**Track usage over the die**

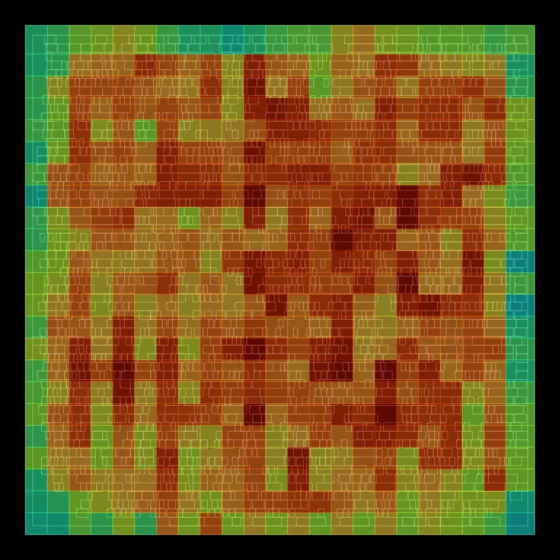
**M1 wires**

Bar = 50 µm.
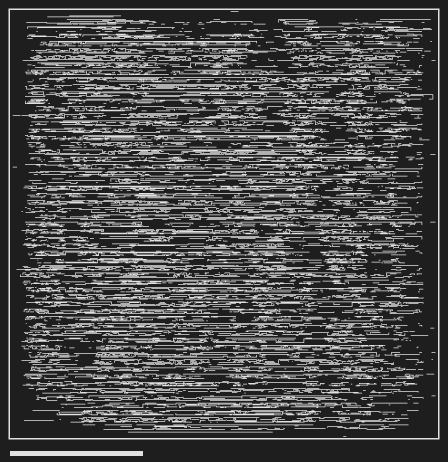
==> config.mk <==
export PLATFORM = sky130hd
export DESIGN_NAME = mult_div_unit
export DESIGN_NICKNAME = d
export VERILOG_FILES = /design/src/rtl/md_pkg.sv /design/src/rtl/md_iter_core.sv /design/src/rtl/mult_div_unit.sv
export SDC_FILE = /design/constraint.sdc
export NUM_CORES = 1
export LEC_CHECK = 0
export CORE_MARGIN = 2
export CORE_UTILIZATION = 60
export DETAILED_ROUTE_END_ITERATION = 6
export GPL_TIMING_DRIVEN = 0
export MAX_ROUTING_LAYER = met4
export PLACE_DENSITY = 0.95
export SLEW_MARGIN = 0
export SYNTH_ARGS = -nofsm -noshare
export SYNTH_HDL_FRONTEND = slang
export SYNTH_SLANG_ARGS = --single-unit
==> constraint.sdc <==
create_clock -name clock -period 5.8 [get_ports clock]
set_clock_uncertainty 0.05 [all_clocks]
set_input_delay 0.58 -clock clock [delete_from_list [all_inputs] [get_ports clock]]
set_output_delay 0.58 -clock clock [all_outputs]
set_load 0.005 [all_outputs]
==> results.yml <==
# implementation run metrics
clock_network:
  cts_setup_buffers: 0
  clkSinkCount: 174
  worst_setup_hold_path_clk_slew_ns: 0.09
  clock_latency_ns: 0.46
  hold_buffers: 0
  h-tree-depth: 4
  cts_inserted_buffers: 17
final_timing:
  timing_hold_violations_final: 7
  setup_viol_count_final: 0
  finalHoldWorstSlack_ns: -0.01502
  finalWorstSetupSlack_ns: 1.672
power_and_ir_drop:
  ir_drop_mv: 0.3443
  clock_power_share_pct: 15.9
  p_seq_mw: 1.90
  share_seq_of_total_power_pct: 24.4
  power.internal_mw: 3.772
worst_setup_path:
  reg2reg_path_depth: 12
  worst-endpoint-arrival_ns: 4.46
  crit_path_max_fanout: 10
floorplanning:
  well_tap_count: 324
  initCoreUtil_pct: 60.87
  std_cell_rows: 57
yosys:
  syn_nets: 2013
  post_synth_inst_count: 1872
  synth.cell_area_um2: 14760
  yosys_reported_design_area_after_synthesis_um2: 14760
  ys_seq_elements: 174
layout:
  largest_register_ff_count: 64
  flop_area_um2: 4354
  layout.cells.largest_class: "combinational gates"
  layout.sequential_cells: 174
  layout.clock_buffers: 17
  final_net_count: 2168
  clkCellAreaFrac_pct: 3.678
  final_layout_size_suffix_gt1_share_pct: 3.627
status:
  run_status: "finished with violations"
  violations_in_the_final_reports: "hold timing"
placement:
  place_inst: 2332
detailed_routing:
  postRouteAntennaNets: 0
  drt_iter0_markers: 2166
global_routing:
  grt-ovfl-total: 0
  first_global_vias: 14821
  grt_max_degree: 110
About 'track usage over the die':
met2 Use GR: 62.11%
aggregate global-route resource usage: 42.71%
wire per inst: 22.80 µm
Post-Route Utilization: 70.85%

About 'M1 wires':
The layer holds 41% of the routed length. The layer carries 22.1 mm of wire. The wires run mostly horizontal.
Routed WL: 53900 µm
vias post-DR: 15769
met1 global-route usage: 57.43%

==> metrics by stage <==
| step | TNS [ns] | total power, mW | hold WS [ns] | utilization [%] |
|---|---|---|---|---|
| final | 0 | 7.759 | -0.01502 | 70.85 |
| after global routing | 0 | 8.234 | 0.02562 | 70.85 |
| after CTS | 0 | 7.558 | 0.01767 | 70.85 |
| after detailed placement | 0 | 6.319 | 0.4206 | 68.25 |
| after global placement | -495.72 | 6.226 | 0.4095 | 68.11 |
| after floorplan | 0 | 4.988 | 0.2344 | - |
==> placed cells by master (no fill, tap or decap), types with 17 or more instances in the layout <==
cell and instances:
sky130_fd_sc_hd__o21ai_0 234, sky130_fd_sc_hd__nand2_1 226, sky130_fd_sc_hd__dfrtp_1 174, sky130_fd_sc_hd__a21oi_1 145, sky130_fd_sc_hd__clkdlybuf4s50_1 134, sky130_fd_sc_hd__nor2_1 122
sky130_fd_sc_hd__clkbuf_1 100, sky130_fd_sc_hd__xnor2_1 84, sky130_fd_sc_hd__xor2_1 78, sky130_fd_sc_hd__inv_1 72, sky130_fd_sc_hd__ha_1 69, sky130_fd_sc_hd__o211ai_1 60
sky130_fd_sc_hd__mux2i_1 48, sky130_fd_sc_hd__nor3_1 44, sky130_fd_sc_hd__o31ai_1 30, sky130_fd_sc_hd__a21o_1 28, sky130_fd_sc_hd__or3_1 25, sky130_fd_sc_hd__nand3_1 23
sky130_fd_sc_hd__nand4_1 17, sky130_fd_sc_hd__o21ai_1 17, sky130_fd_sc_hd__clkbuf_16 17
==> layer usage <==
metal | global-route usage, % | vias up | share of wire (%)
met5 | - | - | 0
met4 | 17.53 | 0 | 4.5
met3 | 10.02 | 149 | 12
met2 | 62.11 | 1021 | 43
met1 | 57.43 | 7491 | 41
li1 | - | 7108 | -
==> Yosys cell counts, drive strengths merged (46+ instances only) <==
| master | count |
|---|---|
| ha | 69 |
| inv | 72 |
| dfrtp | 174 |
| clkbuf | 102 |
| nand2 | 227 |
| xnor2 | 84 |
| nor2 | 124 |
| xor2 | 78 |
| mux2i | 48 |
| a21oi | 145 |
| o21ai | 252 |
| nor3 | 46 |
| o211ai | 60 |
==> critical path: stages (launching register included) <==
cell                       delay, ns
sky130_fd_sc_hd__dfrtp_1        0.42
sky130_fd_sc_hd__inv_1          0.15
sky130_fd_sc_hd__ha_1           0.21
sky130_fd_sc_hd__fa_1           0.20
sky130_fd_sc_hd__nor2b_1        0.08
sky130_fd_sc_hd__o31a_1         0.31
sky130_fd_sc_hd__o21ai_2        0.39
sky130_fd_sc_hd__o211a_1        0.29
sky130_fd_sc_hd__nor3_4         0.09
sky130_fd_sc_hd__o21ai_1        0.67
sky130_fd_sc_hd__nand2_2        0.40
sky130_fd_sc_hd__o311ai_1       0.55
sky130_fd_sc_hd__a32o_1         0.24
==> kinds of logic (layout without fill, tap and decap cells) <==
logic type	count (synthesis)	after routing	synth area share (%)
AND-OR/OR-AND	658	658	27.65
buffers and inverters	195	363	5.154
adder cells (fa/ha/maj)	71	71	6.121
flip-flops	174	174	29.50
XOR/XNOR	162	162	9.613
multiplexers	52	52	3.561
AND/OR/NAND/NOR	560	560	18.40
Power is estimated from default activity; no workload was simulated.
